clock_map.png
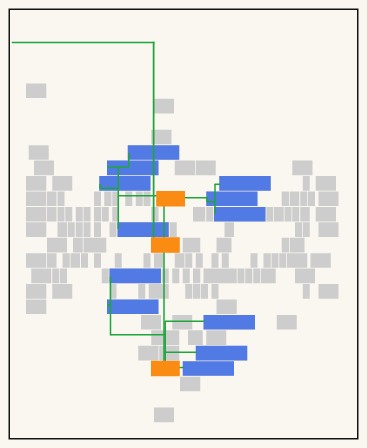
final_congestion.png
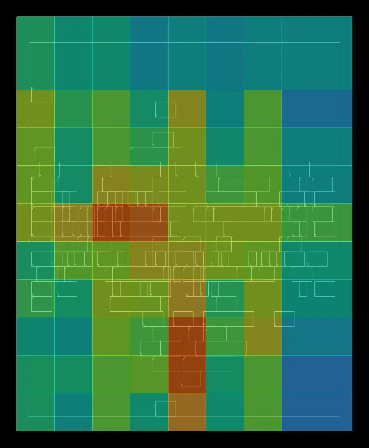
pins.png
Pins as bars across the die edge, other pins in grey.
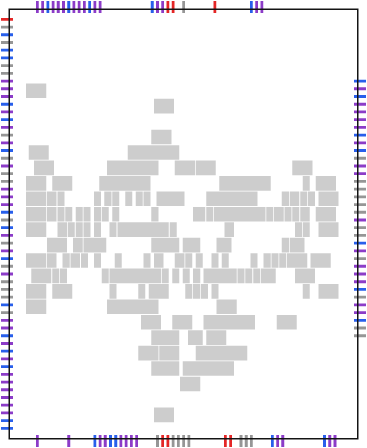
metal_stack.png
Two of the layers only.
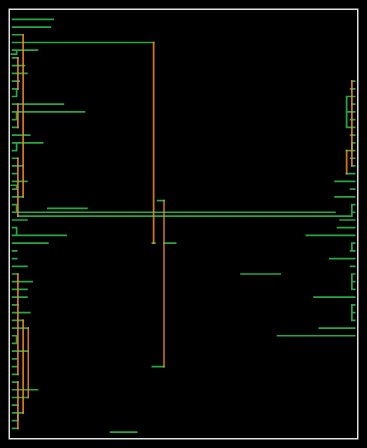
cell_classes.png
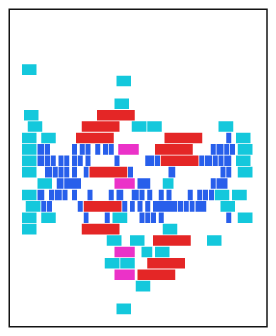
Design axi_lite_rd_arb_flat, sky130hd; sources not shown.
==> ci_impl_report.md <==
## Implementation flow summary

| Metric | Value |
|---|---|
| Ys cells | around 160 |
| Flop2flop setup slack | around 1.7 ns |
| Min cycle time layout | between 2 and 2.5 ns |
| Sequential power share | 31.0% |
| DR vias/cell | 4.02 |
| Initial DRC count | 19 |
| LEAKAGE | ~0.00056 uW |
| Synthesized registers | 12 |
| # DRC | 0 |
| Status | completed |
| Clk buf depth | 2 |
| R2r worst-path depth | 6 |
| Drt pass-1 iters | 4 |
| Clk sink count | 12 |
| Max Slew Vio Count | 0 |
| Later-pin clock latency in the skew report | roughly 0.24 ns |
| Number of flip-flops in the largest register | 8 |
| Final Non-Filler Cells | ~190 |
| Distinct cell type count after synthesis | 17 |
| Met2 wire len | roughly 1200 um |
| # nets final | between 150 and 200 |
| Inserted Clock Buffers | 3 |
| Hold_ws | 0.355 ns |
| DRT met1 WL | 710 um |
| Unrepaired setup endpoints after global routing | false |
| Worst vdd ir | approximately 0.22 mV |
| Ports | ~140 |
| H-tree levels | 1 |
| Chip area | approximately 0.0046 mm^2 |
| Area grow syn2layout | -2.11% |
| Relative slew margins | approximately 72% |
| WS Path Type | in -> out |
| Mean Syn Cell Area | roughly 7.3 um^2 |
| Sw frac | between 30% and 40% |
| Initial antenna violation count | 0 |
| Tot Pwr | approximately 960 uW |
| OpenROAD warning count | 26 |
| Seq/Total Area, Yosys | between 20% and 30% |
| Syn_nets | around 220 |
| Internal | between 600 and 700 uW |
| Proportion of layout cells with a drive suffix above 1 | between 8 and 9% |
| # diodes | 0 |
| Combinational power share | just over 50% |
| Cell count after placement | 185 |
| TNS Setup | 0 ns |
| Vias in the first global route | 758 |
| Post-CTS Hold Buffers | 0 |
| Worst-Margin Slew | between 0.4 and 0.5 ns |
| Post-CTS Setup Repair Bufs | 0 |
About clock_map.png:
[orange] cells driving clock nets | count: 3
[blue] flip-flops | count: 12
[green] clock wires | length: 184 um
routed clock nets: 4
Clk power: 179 uW
Setup Skew: 0.000553 ns
Clk pwr share: 18.6%

About final_congestion.png:
GR Util met2: 19.0%
GRT Util Overall: 12.0%
met1 usage: 9.17%
met3 usage: 6.11%

About pins.png:
[purple] `bus_s_axi_RDATA` | pins: 64 | direction: output | edge: 23 west, 15 east, 14 north, 12 south
[blue] `bus_m_axi_RDATA` | pins: 32 | direction: input | edge: 15 west, 7 east, 5 south, 5 north
[red] `bus_m_axi_ARADDR` | pins: 8 | direction: output | edge: 4 south, 3 north, 1 west
all pins by edge: 54 west, 34 east, 29 south, 23 north
chip width: 61.1 um
DIE HEIGHT: 75.4 um
Port Buffers: 37

About metal_stack.png:
[green] met3 | wire length: 393 um
[orange] met4 | wire length: 186 um
vias after detailed routing: 759
WL final: 2520 um
drt wl/cell: 13.3 um

About cell_classes.png:
[red] flip-flops | cells: 12 | share of their area: 28%
[magenta] clock drivers and dummy loads | cells: 4 | share of their area: 5.0%
[cyan] other buffers and delay cells | cells: 39 | share of their area: 35%
[blue] all other logic | cells: 80 | share of their area: 32%
fin util: 30.1%
flop share of the area: 25.9%
core area: 0.00385 mm^2
final instance area: 0.00116 mm^2

critical path, cell delays in order:
cell             delay (ns)
clkdlybuf4s50_1        0.72
nand2_4                0.14
inv_2                  0.10
nand2_1                0.07
nor2_1                 0.11
clkdlybuf4s50_1        0.55
synth_stat cells (all sizes together):
cell    count  share of area [%]
nand3       8                3.4
nand2      51                 17
o21ai       3                1.6
nor2        5                1.6
buf        70                 45
o21bai      1               0.63
inv         8                2.5
dfrtp      12                 25
nor3        3                2.2
o31ai       1               0.63
area by class of cell:
class | instances | area, um^2 | share of cell area, %
Inverter | 8 | 30.0 | 2.59
Clock buffer | 4 | 55.1 | 4.75
Tap cell | 54 | 67.6 | 5.83
Sequential cell | 12 | 300 | 25.9
Multi-Input combinational cell | 72 | 320 | 27.6
Timing Repair Buffer | 39 | 385 | 33.3
power groups by stage:
| stage | registers, uW | clock network (uW) | logic, uW |
|---|---|---|---|
| finish | 298 | 179 | 485 |
| global route | 307 | 193 | 540 |
| CTS | 300 | 183 | 495 |
| detailed placement | 302 | 0 | 493 |
| global placement | 298 | 0 | 486 |
| floorplan | 318 | 0 | 335 |
cell families (layout without fill, tap and decap cells):
kind of cell	count (synthesis)	in the layout	synth area share, %
compound gates	5	5	2.85
flops	12	12	25.4
simple gates	67	67	24.2
buf+inv	78	51	47.6
cell usage in the layout (no fill, tap or decap):
master / netlist / layout
o21ai_0: 1 / 1
nor3_1: 2 / 2
inv_2: 2 / 2
o31ai_1: 1 / 1
o21ai_2: 1 / 1
dfrtp_1: 12 / 12
nand2_1: 49 / 49
o21ai_1: 1 / 1
nor2_1: 5 / 5
inv_1: 6 / 6
nor3_4: 1 / 1
nand2_4: 1 / 1
clkbuf_8: 0 / 4
o21bai_1: 1 / 1
buf_4: 68 / 2
nand2_2: 1 / 1
clkdlybuf4s50_1: 0 / 37
nand3_1: 8 / 8
per-stage QoR:
step	area [um^2]	worst slack (ns)
5_1_grt	1160	0.518
3_3_place_gp	1100	0.641
3_5_place_dp	1100	0.630
2_1_floorplan	1180	1.66
4_1_cts	1160	0.630
6_report	1160	0.630
routing by layer:
metal / vias to the layer above / GRT usage [%]
li1: 372 / -
met1: 300 / 9.17
met2: 57 / 19.0
met3: 30 / 6.11
met4: 0 / 12.6
met5: - / -
Power figures rest on the tool's default switching activity, not on a simulated workload.
